==> src/rtl/dir_ctrl.sv <==
// dir_ctrl: debounces four direction buttons and feeds legal turns through a
// 2-deep queue that is drained one entry per unpaused move tick.
module dir_ctrl #(
    parameter int DEBOUNCE_CYCLES = 1000000,
    parameter int CNT_W = 20
) (
    input  logic       CLK100MHZ,
    input  logic       CPU_RESETN,
    input  logic [3:0] BTN,
    input  logic       mv_tick,
    input  logic       pause,
    output logic [1:0] dir,
    output logic       dir_changed,
    output logic [1:0] queue_level
);
    localparam logic [CNT_W-1:0] CNT_MAX = CNT_W'(DEBOUNCE_CYCLES - 1);

    logic [3:0]       r_sync1, r_sync2, r_db, r_db_d, r_press;
    logic [CNT_W-1:0] r_cnt [4];
    logic [1:0]       r_fifo [2];
    logic             r_wr_ptr, r_rd_ptr;
    logic [1:0]       r_level, r_dir;
    logic             r_changed;
    logic             w_has, w_legal, w_pop, w_push;
    logic [1:0]       w_cand, w_ref;

    always_ff @(posedge CLK100MHZ or negedge CPU_RESETN) begin
        if (!CPU_RESETN) begin
            r_sync1 <= '0;
            r_sync2 <= '0;
            r_db    <= '0;
            r_db_d  <= '0;
            r_press <= '0;
            for (int i = 0; i < 4; i++) r_cnt[i] <= '0;
        end else begin
            r_sync1 <= BTN;
            r_sync2 <= r_sync1;
            r_db_d  <= r_db;
            r_press <= r_db & ~r_db_d;
            for (int i = 0; i < 4; i++) begin
                if (r_sync2[i] == r_db[i]) r_cnt[i] <= '0;
                else if (r_cnt[i] == CNT_MAX) begin
                    r_cnt[i] <= '0;
                    r_db[i]  <= ~r_db[i];
                end else r_cnt[i] <= r_cnt[i] + 1'b1;
            end
        end
    end

    // The newest queued turn is the heading a new request must be legal against.
    assign w_has   = |r_press;
    assign w_cand  = r_press[0] ? 2'b00 : r_press[1] ? 2'b01 : r_press[2] ? 2'b10 : 2'b11;
    assign w_ref   = (r_level != 2'd0) ? r_fifo[~r_wr_ptr] : r_dir;
    assign w_legal = w_has && (w_cand != w_ref) && (w_cand != ~w_ref);
    assign w_pop   = mv_tick && !pause && (r_level != 2'd0);
    assign w_push  = w_legal && ((r_level != 2'd2) || w_pop);

    always_ff @(posedge CLK100MHZ or negedge CPU_RESETN) begin
        if (!CPU_RESETN) begin
            r_fifo[0] <= '0;
            r_fifo[1] <= '0;
            r_wr_ptr  <= 1'b0;
            r_rd_ptr  <= 1'b0;
            r_level   <= '0;
            r_dir     <= 2'b10;
            r_changed <= 1'b0;
        end else begin
            r_changed <= w_pop;
            r_level   <= r_level + {1'b0, w_push} - {1'b0, w_pop};
            if (w_pop) begin
                r_dir    <= r_fifo[r_rd_ptr];
                r_rd_ptr <= ~r_rd_ptr;
            end
            if (w_push) begin
                r_fifo[r_wr_ptr] <= w_cand;
                r_wr_ptr         <= ~r_wr_ptr;
            end
        end
    end

    assign dir         = r_dir;
    assign dir_changed = r_changed;
    assign queue_level = r_level;
endmodule

==> config.mk <==
export PLATFORM = sky130hd
export DESIGN_NAME = dir_ctrl
export DESIGN_NICKNAME = d
export VERILOG_FILES = /design/src/rtl/dir_ctrl.sv
export SDC_FILE = /design/constraint.sdc
export NUM_CORES = 1
export LEC_CHECK = 0
export ABC_AREA = 1
export CORE_ASPECT_RATIO = 0.7
export CORE_MARGIN = 4
export CORE_UTILIZATION = 53
export CTS_BUF_LIST = sky130_fd_sc_hd__clkbuf_16
export CTS_CLUSTER_DIAMETER = 100
export DETAILED_ROUTE_END_ITERATION = 8
export GPL_TIMING_DRIVEN = 0
export HOLD_SLACK_MARGIN = 0.06
export PLACE_DENSITY = 0.7
export SYNTH_ARGS = -nofsm -noshare
export SYNTH_HDL_FRONTEND = slang
export SYNTH_SLANG_ARGS = --single-unit
==> constraint.sdc <==
create_clock -name CLK100MHZ -period 2.52 [get_ports CLK100MHZ]
set_input_delay 0.252 -clock CLK100MHZ [delete_from_list [all_inputs] [get_ports CLK100MHZ]]
set_output_delay 0.252 -clock CLK100MHZ [all_outputs]
set_load 0.02 [all_outputs]
### Clock network drawn from the DEF, run 1

Bar = 50 µm.
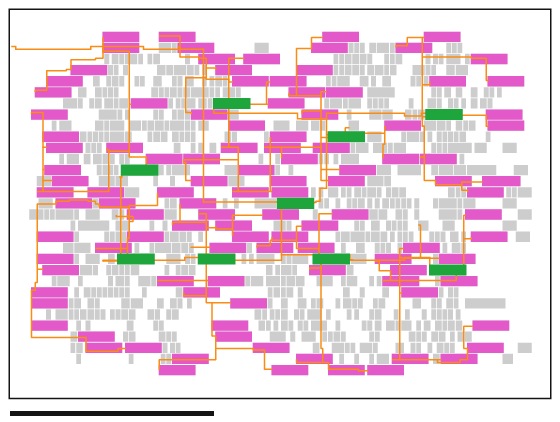
[clock wires] orange | length: 1300 µm
[cells driving clock nets] green | count: 9
[flip-flops] magenta | count: 111
routed clock nets: 10
flops lie: all over the die

### Ports around the boundary, run 1

Pins as bars across the die edge, other pins in grey.
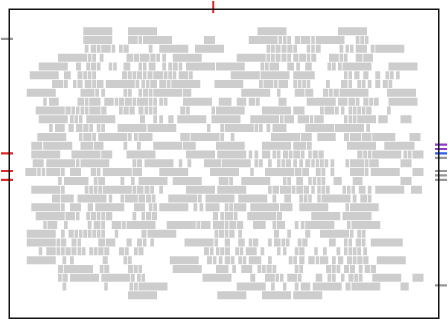
[`BTN`] red | pins: 4 | direction: input | edge: 3 left, 1 top
[`mv_tick`] blue | pins: 1 | direction: input | edge: right
[`queue_level`] purple | pins: 2 | direction: output | edge: right
all pins by edge: 8 right, 4 left, 1 top
die height: 95.0 µm
count of buffers from port buffering: 12

### Wiring by layer, run 1

Bar = 50 µm.
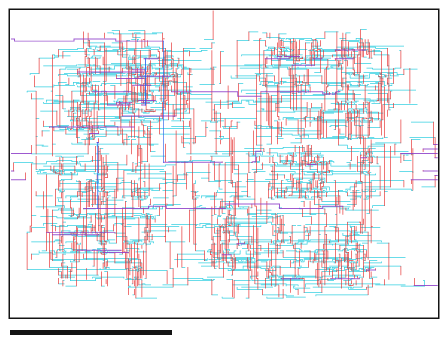
[met2] red | wire length: 4510 µm
[met1] cyan | wire length: 5630 µm
[met4] blue | wire length: 72.1 µm
[met3] purple | wire length: 511 µm

[run 1: flip-flops by register name, indices dropped and copies added (netlist names), 2 cells and up]
name and cells:
r_sync2 4, r_press 4, r_sync1 4, r_fifo 4, r_db 4, dir 2
queue_level 2, r_db_d 4, r_cnt 80
[run 1: per-stage QoR]
step	utilization (%)	setup slack (ps)	total power [mW]	hold WS (ps)	area (µm²)
3_5_place_dp	57.8	179	2.39	336	6040
5_1_grt	60.6	82.2	3.87	317	6320
4_1_cts	60.6	323	3.72	326	6320
3_3_place_gp	57.6	-3010	2.37	333	6010
6_report	60.6	329	3.67	338	6320
2_1_floorplan	-	438	2.20	-43.6	5730
[run 1: power by group]
part | switching (mW) | internal (mW)
Clock | 0.642 | 0.674
Combinational | 0.275 | 0.167
Sequential | 0.0552 | 1.85
[run 1: how the worst max path moves through the flow]
| stage | to |
|---|---|
| 2_1_floorplan | queue_level[1] |
| 3_3_place_gp | r_cnt[15] |
| 3_5_place_dp | queue_level[1] |
| 4_1_cts | queue_level[1] |
| 5_1_grt | queue_level[1] |
| 6_report | queue_level[1] |
[run 1: cell usage after synthesis, types with 2 or more instances]
library cell	count
a21o_1	2
a21oi_1	22
a31oi_1	3
clkinv_1	2
dfrtp_1	110
ha_1	6
inv_1	85
inv_2	6
mux2_2	2
nand2_1	131
nand2_2	7
nand2_4	3
nand3_1	49
nand3_2	8
nand3b_1	2
nand4_1	17
nor2_1	127
nor2_2	7
nor2_4	4
nor3_1	27
nor3_2	9
nor3_4	2
nor3b_1	3
nor4_1	2
o21ai_0	5
or2_2	2
xnor2_1	10
xor2_1	26
[run 1: layer usage]
metal	wire (µm)	global-route usage [%]	up-vias
met2	4510	27.6	95
met4	72	4.33	0
met5	0	0	-
li1	-	-	2259
met3	510	4.74	6
met1	5630	27.5	2087
==> impl_metrics.tcl, run 1 <==
# flow metrics
set metrics [dict create \
    largest_cell_class "registers" \
    maxClockFrequency_mhz 456 \
    arrival_ps 2460 \
    chipArea_um2 12600 \
    cp_max_fo 7 \
    cts_setup_buffers 0 \
    hold_violations 0 \
    period_minus_slack_ps 2190 \
    grt_pass1_wl_um 19000 \
    ys_area_um2 5730 \
    post-route-period-util_pct 87.0 \
    status "finished clean" \
    crit_chain "inv_1, nand2_1, inv_1, nand2_1, nand2_1, nand2_1, nand2_1, nand2_1, nand2_4, nand2_2, ha_1, inv_1, ha_1, xnor2_1, xor2_1" \
    fin_tns_setup_ps 0 \
    crit_path_top_delay_cell "dfrtp_1" \
    cts_root_buffer "clkbuf_16" \
    layout_top_cell "nand2_1" \
    edf_count 0 \
    logic_area_um2 2590 \
    yosys.area_share.simple_pct 34.6 \
    rsz0062_at_grt "no" \
    area_growth_pct 10.4 \
    yosys-mux-area-fraction_pct 0.656 \
    num_vias 4447 \
    grt_max_degree 57 \
    postSynthAreaPerCell_um2 8.29 \
    mostFrequentLayoutCells "nand2_1, nor2_1, dfrtp_1" \
    antenna_cells 0 \
    gp_congestion 0.880 \
    clock_latency_ps 350 \
    setup_viol 0 \
    warnings 26 \
    num_io_pins 13 \
    synth_warnings 0 \
    placeableCoreArea_um2 10400 \
    crit_top_cell "nand2_1" \
    ff_count 111 \
    crit_start "queue_level[0]" \
    whs_path_depth 1 \
    rows 31 \
    rrSetupSlack_ps 330 \
    synthAoiAreaFrac_pct 3.17 \
    crit_required_ps 2790 \
    synth_top_flop_cell "dfrtp_1" \
    top_cells_by_area "dfrtp_1, nand2_1, nor2_1" \
    track_usage_pct 18.6 \
    taps 132 \
    leakage_nw 2.89 \
    clkCellAreaFrac_pct 4.34 \
    sh_seq_area_pct 44.0 \
    async_flop_share_pct 100 \
    maxCapViolations 0 \
    antenna_found_initial 0 \
    r2r-start "queue_level[0]" \
    final-max-slew-violation-count 0 \
    ant_nets 0 \
    cts-htree-levels 3 \
    ir_worst_vdd_mv 0.370 \
    clock_buffers 9 \
    cts_buffer_depth 2 \
    drt_iter0_markers 322 \
    crit_cells 15 \
    hold_end "r_sync1[3]" \
    critPathTopFamily "simple AND/OR/NAND/NOR gates" \
    ys_seq_share_pct 48.5 \
    r2r-end "queue_level[1]" \
    synth_xor_xnor_area_share_pct 5.51 \
    power_density_nw_per_um2 580 \
    synth_nets 705 \
]
==> run 2: changes to the inputs <==
--- a/config.mk
+++ b/config.mk
@@ -12,6 +12,7 @@
 export CTS_BUF_LIST = sky130_fd_sc_hd__clkbuf_16
 export CTS_CLUSTER_DIAMETER = 100
 export DETAILED_ROUTE_END_ITERATION = 8
+export GPL_ROUTABILITY_DRIVEN = 0
 export GPL_TIMING_DRIVEN = 0
 export HOLD_SLACK_MARGIN = 0.06
 export PLACE_DENSITY = 0.7
### Routing congestion, run 2

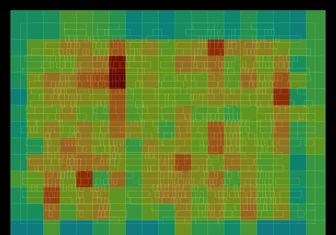
Most Crowded Layer GR: met2
Core Util, Final: 60.6%
Total GRT Usage: 18.6%

==> impl_metrics.tcl, run 2 <==
# flow metrics
set metrics [dict create \
    rows 31 \
    drt_iter0_markers 322 \
    status "finished clean" \
    top_cells_by_area "dfrtp_1, nand2_1, nor2_1" \
    route.detailed.drc 0 \
    crit_path_top_delay_cell "dfrtp_1" \
    whs_path_depth 1 \
    setup_viol 0 \
    num_io_pins 13 \
    maxCapViolations 0 \
    synth_warnings 0 \
    arrival_ps 2460 \
    maxClockFrequency_mhz 456 \
    leakage_nw 2.89 \
    min_path_type "input port to flip-flop" \
    total_power_mw 3.67 \
    cts-htree-levels 3 \
    edf_count 0 \
    skew_ps 5.95 \
    r2r-start "queue_level[0]" \
    warnings 26 \
    grt_pass1_wl_um 19000 \
    cts_buffer_depth 2 \
    final-max-slew-violation-count 0 \
    critPathTopFamily "simple AND/OR/NAND/NOR gates" \
    post-route-period-util_pct 87.0 \
    largest_reg_flops 80 \
    grt_max_degree 57 \
    yosys.area_share.simple_pct 34.6 \
    num_vias 4447 \
    hp-start "BTN[3]" \
    clock_latency_ps 350 \
    fin_ws_ps 329 \
    async_flop_share_pct 100 \
    area_growth_pct 10.4 \
    crit_buf_inv 3 \
    first_pass_iters 4 \
    placeableCoreArea_um2 10400 \
    io_buffers 12 \
    die_y_um 95.0 \
    synth_top_flop_cell "dfrtp_1" \
    start_kind "flip-flop" \
    period_minus_slack_ps 2190 \
    top_cells_by_count "nand2_1, nor2_1, dfrtp_1" \
    fill_cells 880 \
    rrSetupSlack_ps 330 \
    cts.sinks 111 \
    die_w_um 132 \
    r2r-end "queue_level[1]" \
    synthAoiAreaFrac_pct 3.17 \
    logic_family "simple AND/OR/NAND/NOR gates" \
    antenna_cells 0 \
    cp_max_fo 7 \
    crit_top_cell "nand2_1" \
    mostFrequentLayoutCells "nand2_1, nor2_1, dfrtp_1" \
    synth_xor_xnor_area_share_pct 5.51 \
    holdWs_ps 338 \
    largest-register "r_cnt" \
    chipArea_um2 12600 \
    layout_top_cell "nand2_1" \
    ys_area_um2 5730 \
    fin_tns_setup_ps 0 \
    rsz0062_at_grt "no" \
    post-route-cell-area_um2 6320 \
    cts_root_buffer "clkbuf_16" \
    synth_nets 705 \
    antenna_found_initial 0 \
    drive_above_1_share_pct 10.4 \
    ys_seq_share_pct 48.5 \
    ir_worst_vdd_mv 0.370 \
    ant_nets 0 \
    synth.most_common_cell "nand2_1" \
    cts_setup_buffers 0 \
    hold_end "r_sync1[3]" \
    dp_slack_ps 179 \
    postSynthAreaPerCell_um2 8.29 \
    placedCellCount 836 \
    placed_cell_area_um2 6040 \
    crit_chain "inv_1, nand2_1, inv_1, nand2_1, nand2_1, nand2_1, nand2_1, nand2_1, nand2_4, nand2_2, ha_1, inv_1, ha_1, xnor2_1, xor2_1" \
    crit_required_ps 2790 \
    hold_violations 0 \
    power_density_nw_per_um2 580 \
    yosys-mux-area-fraction_pct 0.656 \
]
run 2: cell families after synthesis:
group           count (synthesis)
mux                             3
buf+inv                        94
compound gates                 34
flops                         111
simple gates                  407
fa+ha+maj                       6
xor+xnor                       36
run 2: layout make-up:
| class | count | area, µm² | area share [%] |
|---|---|---|---|
| flip-flops and latches | 111 | 2780 | 44.0 |
| multi-input cells | 486 | 2590 | 41.0 |
| inverters | 93 | 349 | 5.52 |
| clock buffers | 9 | 225 | 3.56 |
| well taps | 132 | 165 | 2.61 |
| repair buffers | 14 | 155 | 2.45 |
| clock inverters | 7 | 48.8 | 0.772 |
| plain buffers | 1 | 5.00 | 0.0792 |
run 2: repair_timing:
| action | in CTS | in global routing |
|---|---|---|
| hold buffers | 1 | 0 |
| gates resized | 0 | 0 |
| endpoints found under the hold margin | 54 | 0 |
run 2: report_power, final:
part	leakage (nW)	total [mW]	switching (mW)	internal [mW]
combinational	1.25	0.443	0.275	0.167
clock	0.135	1.32	0.642	0.674
sequential	1.51	1.91	0.0552	1.85
total	2.89	3.67	0.973	2.69
run 2: worst max path at each step:
stage | start | end | depth (start not counted)
global route | queue_level[1] | queue_level[1] | 15
CTS | queue_level[0] | queue_level[1] | 15
floorplan | queue_level[1] | queue_level[1] | 15
finish | queue_level[0] | queue_level[1] | 15
detailed placement | mv_tick | queue_level[1] | 13
global placement | CPU_RESETN | r_cnt[15] | 1
run 2: metal layers:
metal | routed length [µm] | share of wire (%) | vias to the layer above | GRT usage (%)
li1 | - | - | 2259 | -
met1 | 5630 | 53 | 2087 | 27.5
met2 | 4510 | 42 | 95 | 27.6
met3 | 510 | 4.8 | 6 | 4.74
met4 | 72 | 0.67 | 0 | 4.33
met5 | 0 | 0 | - | 0
==> run 3: changes to the inputs <==
--- a/config.mk
+++ b/config.mk
@@ -9,12 +9,9 @@
 export CORE_ASPECT_RATIO = 0.7
 export CORE_MARGIN = 4
 export CORE_UTILIZATION = 53
-export CTS_BUF_LIST = sky130_fd_sc_hd__clkbuf_16
 export CTS_CLUSTER_DIAMETER = 100
 export DETAILED_ROUTE_END_ITERATION = 8
 export GPL_ROUTABILITY_DRIVEN = 0
-export GPL_TIMING_DRIVEN = 0
-export HOLD_SLACK_MARGIN = 0.06
 export PLACE_DENSITY = 0.7
 export SYNTH_ARGS = -nofsm -noshare
 export SYNTH_HDL_FRONTEND = slang
### Ports around the boundary, run 3

Pins as bars across the die edge, other pins in grey.
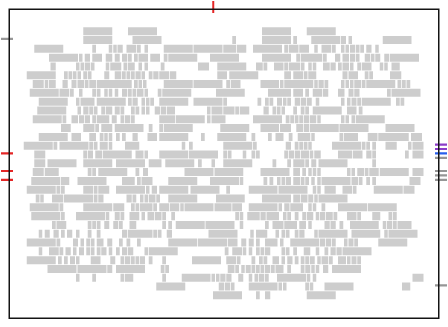
[`BTN`] red | pins: 4 | direction: input | edge: 3 left, 1 top
[`mv_tick`] blue | pins: 1 | direction: input | edge: right
[`queue_level`] purple | pins: 2 | direction: output | edge: right
all pins by edge: 8 right, 4 left, 1 top

==> impl_metrics.tcl, run 3 <==
# flow metrics
set metrics [dict create \
    cts_tree "built" \
    cts-buffers-inserted 9 \
    maxCapViolations 0 \
    seqPwrFrac_pct 50.1 \
    swShare_pct 25.9 \
    period_minus_slack_ps 2270 \
    fin_tns_setup_ps 0 \
    power_sequential_mw 1.91 \
    maxClockFrequency_mhz 441 \
    skew_ps 4.54 \
    top_cells_by_area "dfrtp_1, nand2_1, nor2_1" \
    crit_required_ps 2790 \
    die_y_um 95.0 \
    min_path_type "input port to flip-flop" \
    wl_per_cell_um 13.1 \
    drive_above_1_share_pct 10.8 \
    warnings 26 \
    ys_cells 691 \
    ys_area_um2 5730 \
    final_nets 732 \
    setup_viol 0 \
    crit_type "flip-flop to flip-flop" \
    largest_reg_flops 80 \
    worst_path_largest_cell_delay_ps 400 \
    start_kind "flip-flop" \
    largest-register "r_cnt" \
    ys_seq_share_pct 48.5 \
    power_switching_mw 0.989 \
    avgViaCountPerCell 5.26 \
    num_io_pins 13 \
    postSynthAreaPerCell_um2 8.29 \
    route.detailed.drc 0 \
    io_buffers 12 \
    clock_latency_ps 350 \
    placeableCoreArea_um2 10400 \
    rsz0062_at_grt "no" \
    netlist_area_um2 5730 \
    fp-utilization_pct 54.9 \
    grt_pass1_vias 4253 \
    async_flop_share_pct 100 \
    rows 31 \
    synth_nets 705 \
    overflow 0 \
    synth_flops 111 \
    place_hpwl_um 8400 \
    holdWs_ps 336 \
    crit_chain "inv_1, nand2_1, inv_1, nand2_1, nand2_1, nand2_1, nand2_1, nand2_1, nand2_4, nand2_2, ha_1, inv_1, ha_1, xnor2_1, xor2_1" \
    arrival_ps 2540 \
    routed_wl_um 11200 \
    clk-power_mw 1.46 \
    cts_resized 0 \
    track_usage_pct 19.4 \
    mostFrequentLayoutCells "nand2_1, nor2_1, dfrtp_1" \
    placed_cell_area_um2 6030 \
    ant_nets 0 \
    fin_util_pct 60.9 \
    cts_root_buffer "clkbuf_16" \
    cts-htree-levels 3 \
    netlist.area_leader.share_pct 48.1 \
    pwr-share-comb_pct 11.8 \
    grt_max_degree 50 \
    clock_power_share_pct 38.1 \
    edf_count 0 \
    crit_top_cell "nand2_1" \
    power_density_nw_per_um2 601 \
    final-max-slew-violation-count 0 \
    post-route-cell-area_um2 6350 \
    synth_warnings 0 \
    fill_cells 888 \
    layout_top_cell "nand2_1" \
    cts_buffer_depth 2 \
    drt_iter0_markers 287 \
    total_power_mw 3.82 \
    postSynthCellCount 691 \
    grt_pass1_wl_um 19800 \
    hold_buffers 1 \
    synth.largest_area_cell "dfrtp_1" \
    die_w_um 132 \
    ir_worst_vdd_mv 0.378 \
    crit_path_end_kind "flip-flop" \
    cts.sinks 111 \
    synth.most_common_cell "nand2_1" \
    synth_top_flop_cell "dfrtp_1" \
    cts_setup_buffers 0 \
    status "finished clean" \
    hold_violations 0 \
    powerComb_mw 0.452 \
    netlist-cell-type-count 40 \
    cp_max_fo 7 \
    tightest_slew_ps 616 \
    leakage_nw 2.92 \
    antenna_cells 0 \
    area_growth_pct 11.0 \
    crit_path_top_delay_cell "dfrtp_1" \
    antenna_found_initial 0 \
    power.group.top "registers" \
    first_pass_iters 4 \
    top_cells_by_count "nand2_1, nor2_1, dfrtp_1" \
    slew_headroom_pct 58.9 \
    post-route-period-util_pct 90.0 \
    num_vias 4494 \
    p_int_mw 2.83 \
    chipArea_um2 12600 \
    clk_pin_slew_ps 70 \
]
[run 3: per-layer routing]
layer / track usage, % / part of all wire [%] / vias to the layer above
met3: 4.10 / 5.2 / 8
met4: 4.67 / 0.98 / 0
met5: 0 / 0 / -
met2: 29.2 / 43 / 116
met1: 28.8 / 50 / 2114
li1: - / - / 2256
[run 3: area by class of cell]
type                       count  area, µm²  area share (%)
tap                          132        165            2.60
sequential                   111       2780            43.7
timing repair buffer          17        158            2.48
multi-input combinational    486       2590            40.8
clock buffer                  10        239            3.76
clock inverter                 6       72.6            1.14
inverter                      93        349            5.49
[run 3: critical path: cells and delay by family, from the launching register on]
family / cells / cell delay, ps
flip-flops: 1 / 400
XOR/XNOR: 2 / 330
buffers and inverters: 3 / 270
adder cells (fa/ha/maj): 2 / 450
AND/OR/NAND/NOR: 8 / 750
[run 3: final timing paths]
check	from	end	slack, ps	cells after the start
hold reg to reg	r_sync1[0]	r_sync2[0]	350	0
min in group asynchronous	CPU_RESETN	r_cnt[60]	460	2
setup / recovery	queue_level[1]	queue_level[1]	250	15
setup reg to reg	queue_level[1]	queue_level[1]	250	15
hold / removal	BTN[2]	r_sync1[2]	340	1
max in group asynchronous	CPU_RESETN	r_sync1[2]	1280	3
[run 3: per-stage QoR]
step,cells,setup WS [ps]
after global routing,855,8.26
after detailed placement,838,229
after global placement,838,291
after floorplan,691,438
after CTS,855,248
final,855,252
[run 3: cell families (layout without fill, tap and decap cells)]
kind of cell	count (synthesis)	count (layout)	synth area share, %
DFF	111	111	48.5
AOI/OAI and AO/OA	34	34	3.17
buffers and inverters	94	126	6.18
xor gates and xnor gates	36	36	5.51
and+or+nand+nor	407	407	34.6
adders and majority gates	6	6	1.31
muxes	3	3	0.655

## Gallery

Sequential cells grouped by signal name.
picture 1
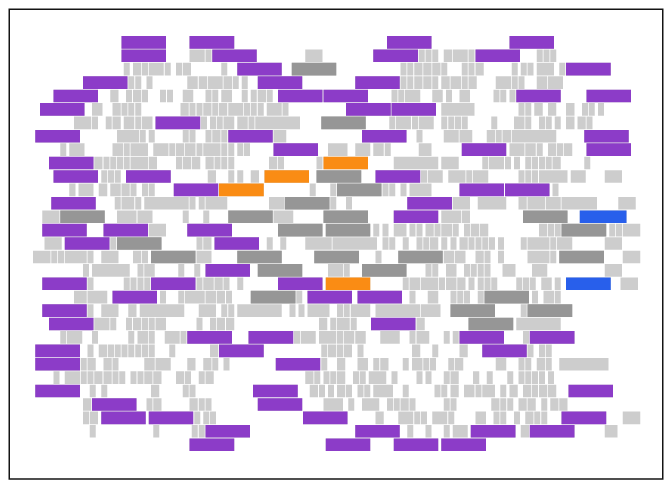
picture 2
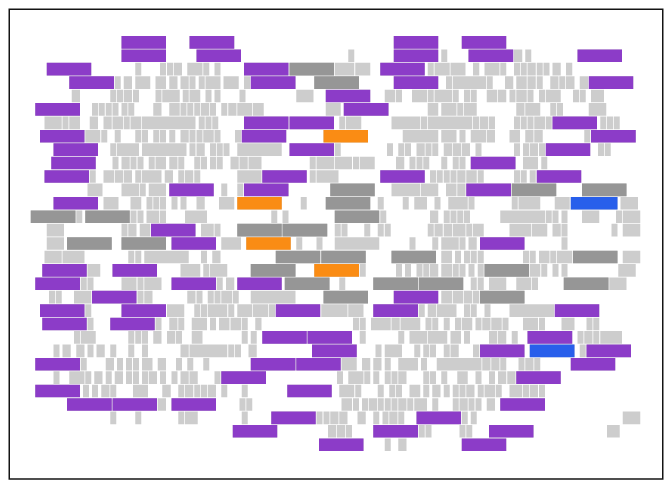
- picture 2 = run 3
- picture 1 = run 1

Key to picture 2:
[`r_cnt`] purple | sequential cells: 80 | where: all over the die
[`r_db`] orange | sequential cells: 4 | where: centre
[`dir`] blue | sequential cells: 2

Power figures rest on the tool's default switching activity, not on a simulated workload.
